Design mode_led_ind, sky130hd; sources not shown.
### Gate families picked out

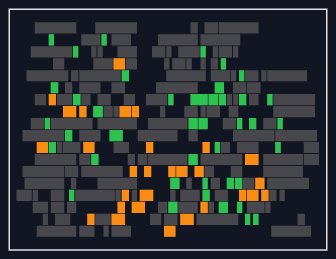
Key: nand cells = green [cells 41, most used nand2_1]; aoi and oai cells = orange [cells 29, most used o21ai_0]
combinational share of cell area: 44.4%
count of placed standard cells in the final layout, fillers left out: 250

### M2 wires

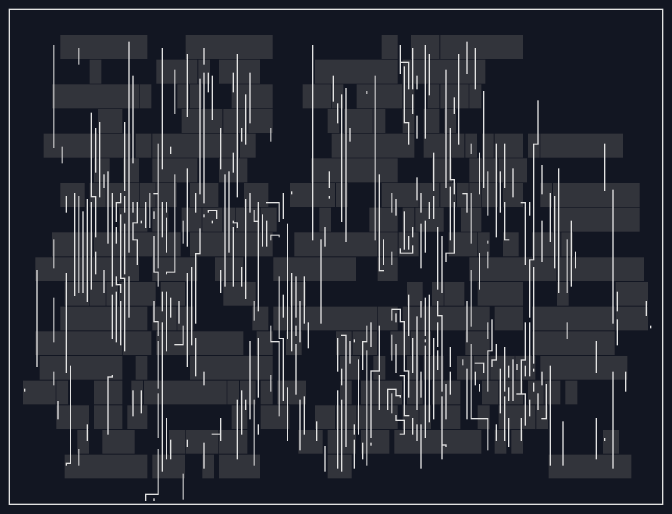
176 nets have wire on it. The wires run mostly vertical.
met2 usage: 30.5%
DRT Wirelength: 3610 um

### Clock network drawn from the DEF

Scale bar: 20 um.
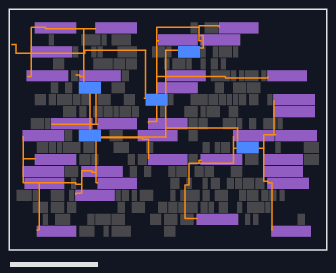
Key: clock wires = orange [length 413 um]; clock drivers = blue [count 5]; flip-flops = purple [count 34]
Position of the flops: all over the die. There are 6 routed clock nets.
clk ins delay skew pair: 0.28 ns
Clock Skew: 0.00629 ns
Clock group: 251 uW
clock network fraction of design power: 38.2%

### Cell placement

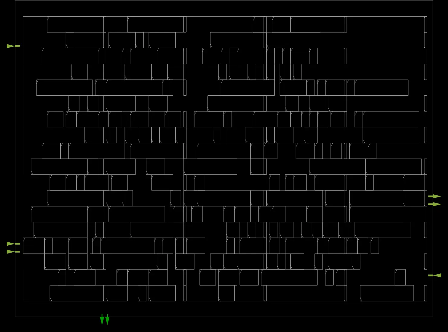
site row count: 18
number of fillers in the final layout: 298
number of sequential storage elements: 34
Taps Inserted: 50
post-layout util: 60.0%

### Cells coloured by class

Scale bar: 20 um.
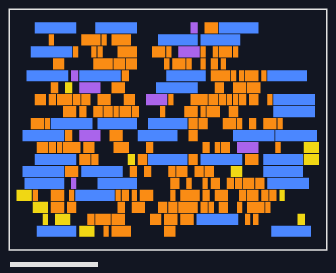
Key: combinational and other logic = orange [cells 146]; remaining buffers and delay cells = yellow [cells 12]; sequential cells = blue [cells 34]; clock drivers and dummy loads = purple [cells 8]
Layout Cell Area excl Fill: 0.00204 mm^2
share of the final layout cell area in sequential cells: 42.8%
total core area: 0.00340 mm^2

==> out/notes.md <==
The share of the synthesized area in the top cell type is 25.8%. The sequential cell area in the final layout is 873 um^2, and the largest driver fanout on the critical path is 10. The commonest cells after synthesis are 18 x sky130_fd_sc_hd__dfstp_2, 18 x sky130_fd_sc_hd__nand2_1, 17 x sky130_fd_sc_hd__nor2_1. The OpenROAD report gives the critical path a required time of 4.00 ns. The global-route wire length before repair is 6060 um, and the depth of the critical timing path with buffers and inverters included is 8. The largest stage delay on the critical path was 0.57 ns.

STA classifies the critical path startpoint as a flip-flop. The analysis attributes to net switching a power of 154 uW. From the final report, the count of setup violators was given as 0. Mean area per synthesized cell: 9.89 um^2.

The yosys stat chip area was 0.00183 mm^2; the register-to-register path setup slack was 1.53 ns. The cell depth of the worst min-delay path was 1. Combinational share of power: 5.4%. Pins over their slew limit in the final report were tallied at 0.

In the layout the commonest cells are 18 x sky130_fd_sc_hd__nand2_1, 18 x sky130_fd_sc_hd__dfstp_2, 17 x sky130_fd_sc_hd__nor2_1, 16 x sky130_fd_sc_hd__dfrtp_1, 12 x sky130_fd_sc_hd__nand3_1. In this run the critical path is formed by inv_1 > ha_1 > nor4b_1 > and4b_1 > buf_2 > a21oi_1 > buf_2 > nand3_1. Summed over all instances, the cell type with the most area after synthesis is sky130_fd_sc_hd__dfstp_2. The number of nets handed over by synthesis was 194.

Entering global routing, the biggest net connects 35 pins. The post-synth count of flops with an enable pin is 0. Measured in cells, the most critical reg-to-reg path has a length of 8.

For the pin with the worst max-slew slack, the measured transition is 0.744 ns. The cell with the biggest individual delay on the critical path is sky130_fd_sc_hd__dfstp_2. Most frequent cell on the critical path: sky130_fd_sc_hd__buf_2. The run finished with clean final reports. For the final routed database, the setup TNS stands at 0 ns. The tools report the total via count in the routed design as 1,446. According to the timing report, the arrival time at the worst endpoint equals 2.47 ns.

The flow reported a cell area power density of 323 mW/mm^2. Setup repair after global routing left no endpoint under its margin. The tightest slew margin relative to the limit was 50.4%; the max-capacitance violation count was 0. Nets still carrying antenna violations after routing amount to 0. Looking at the post-CTS report, the setup buffer insertion count equals 0. The tools report the category of the worst setup path capture point as a flip-flop. Counting tap cells, the placed design contains a total of 242 instances. The logs give 21.7% for the global routing usage summed across all routing layers and 8 for the number of top-level pins. Fraction of power spent switching nets: 23.4%. At the end of routability-driven placement, the weighted congestion stood at 0.948.

In the setup report, the worst path falls into the class reg2reg. The synthesis report lists the most area-consuming cells as sky130_fd_sc_hd__dfstp_2 26%, sky130_fd_sc_hd__dfrtp_1 22%, sky130_fd_sc_hd__xor2_1 5.3%. The share of the clock period used by the worst path is 59.7%, and the clock period minus final worst setup slack is 2.27 ns.

TritonCTS built the clock tree. Cell at the root of the clock tree: sky130_fd_sc_hd__clkbuf_8. The number of buffers and inverters on the critical path is 3. The die covers 0.00391 mm^2. The internal portion of the total power is 504 uW. Per the CTS log, the maximum H-tree level is 2.

The register bit total from synthesis is 34, and the clock-pin slew on the worst setup and hold paths is 0.06 ns. The number of nets in the finished design is 208, and the netlist area before placement is 0.00183 mm^2. The routed design shows a via density per instance of 5.78. The register with the most flip-flops in the layout has 23 of them. For the total cells reported by yosys after synthesis, the log shows 185.

For this run, the number of Yosys warnings is 0. For the total overflow reported by the global router, the log shows 0. In the log, the iteration count for the first detailed-route pass is 4.

Summed over all cells, the static leakage comes to 0.777 nW. Per the OpenROAD floorplan log, the height of the die is 54.4 um. No sink is reached through more buffers than the 2 on the longest clock path. The logs give 2610 um for the total half-perimeter wirelength after legalization and detailed placement and 47.7% for the post-synthesis sequential area ratio. The initial antenna violation count was 0; the placement-stage cell area was 0.00196 mm^2. For this block, the initial DRC count from the detailed router was 106. Grouping stages by cell kind, the critical path spends the most delay in flip-flops. The number of clock buffers added by TritonCTS is 5. The run gives 100% for the share of flip-flops with an asynchronous set or reset after synthesis. The multi-input gate area in the final layout was 906 um^2; the growth of design area from synthesis to finish was 11.5%. The run gives 0 for the number of remaining DRC errors.

Synthesis handed over a netlist of 185 instances. Per the timing report, the achievable frequency comes out to 440 MHz. In the final layout, the share of cells above drive strength 1 is 18.5%. The run gives 0.230 mV for the peak supply drop. Counting distinct cell types in the post-synthesis netlist gives 48.

The average wire per cell in the routed design was 14.4 um; the hold violation count in the final report was 0. The floorplan step set the die width to 71.9 um. Once the floorplan was initialized, standard cells occupied 53.8% of the core.

The type of the worst min-delay path is reg2reg. The number of clock sinks is 34. Cts-stage hold buffer count: 0.

Number of global-route vias before repair: 1,290. Part of the power in registers: 56.4%. The run gives 0 as the number of gates resized after cts. The final antenna diode tally reported by the flow is 0. The count of buffers added on input and output ports is 7. In the synthesized netlist the dominant register cell turns out to be sky130_fd_sc_hd__dfstp_2. Stage-log warning count: 28.
worst register-to-register path: cells and delay by family (launching register included):
| family | cells | cell delay, ns |
|---|---|---|
| DFF | 1 | 0.57 |
| buffers and inverters | 3 | 0.56 |
| and+or+nand+nor | 3 | 0.44 |
| AOI/OAI and AO/OA | 1 | 0.43 |
| adders and majority gates | 1 | 0.19 |
power groups by stage:
stage                     sequential [mW]  clock [mW]  combinational [mW]
after global placement              0.377           0              0.0361
after CTS                           0.371       0.260              0.0365
after detailed placement            0.377           0              0.0362
final                               0.371       0.251              0.0357
after floorplan                     0.378           0              0.0161
after global routing                0.371       0.272              0.0403
cell type report:
class,count,area share (%)
flip-flops and latches,34,42.8
well taps,50,3.07
multi-input cells,139,44.4
plain buffers,5,1.23
clock inverters,2,0.490
repair buffers,7,3.19
clock buffers,6,3.56
inverters,7,1.29
per-layer routing:
| metal | up-vias | global-route usage (%) | share of wire, % |
|---|---|---|---|
| li1 | 701 | - | - |
| met2 | 35 | 30.5 | 43 |
| met5 | - | - | 0 |
| met3 | 8 | 5.16 | 5.3 |
| met1 | 702 | 30.5 | 51 |
| met4 | 0 | 7.52 | 1.2 |
logic make-up after synthesis:
family / after synthesis / synth area share (%)
AND/OR/NAND/NOR: 87 / 27.0
flip-flops: 34 / 47.7
AND-OR/OR-AND: 31 / 11.3
XOR/XNOR: 15 / 7.18
buffers and inverters: 12 / 2.80
adder cells (fa/ha/maj): 5 / 3.42
multiplexers: 1 / 0.547
through the flow:
step / hold slack, ns / total power [mW] / worst slack [ns]
2_1_floorplan: 0.445 / 0.394 / 1.87
3_3_place_gp: 0.459 / 0.413 / 1.25
3_5_place_dp: 0.466 / 0.414 / 1.23
4_1_cts: 0.482 / 0.667 / 1.51
5_1_grt: 0.504 / 0.684 / 1.36
6_report: 0.479 / 0.658 / 1.53
Power figures rest on the tool's default switching activity, not on a simulated workload.
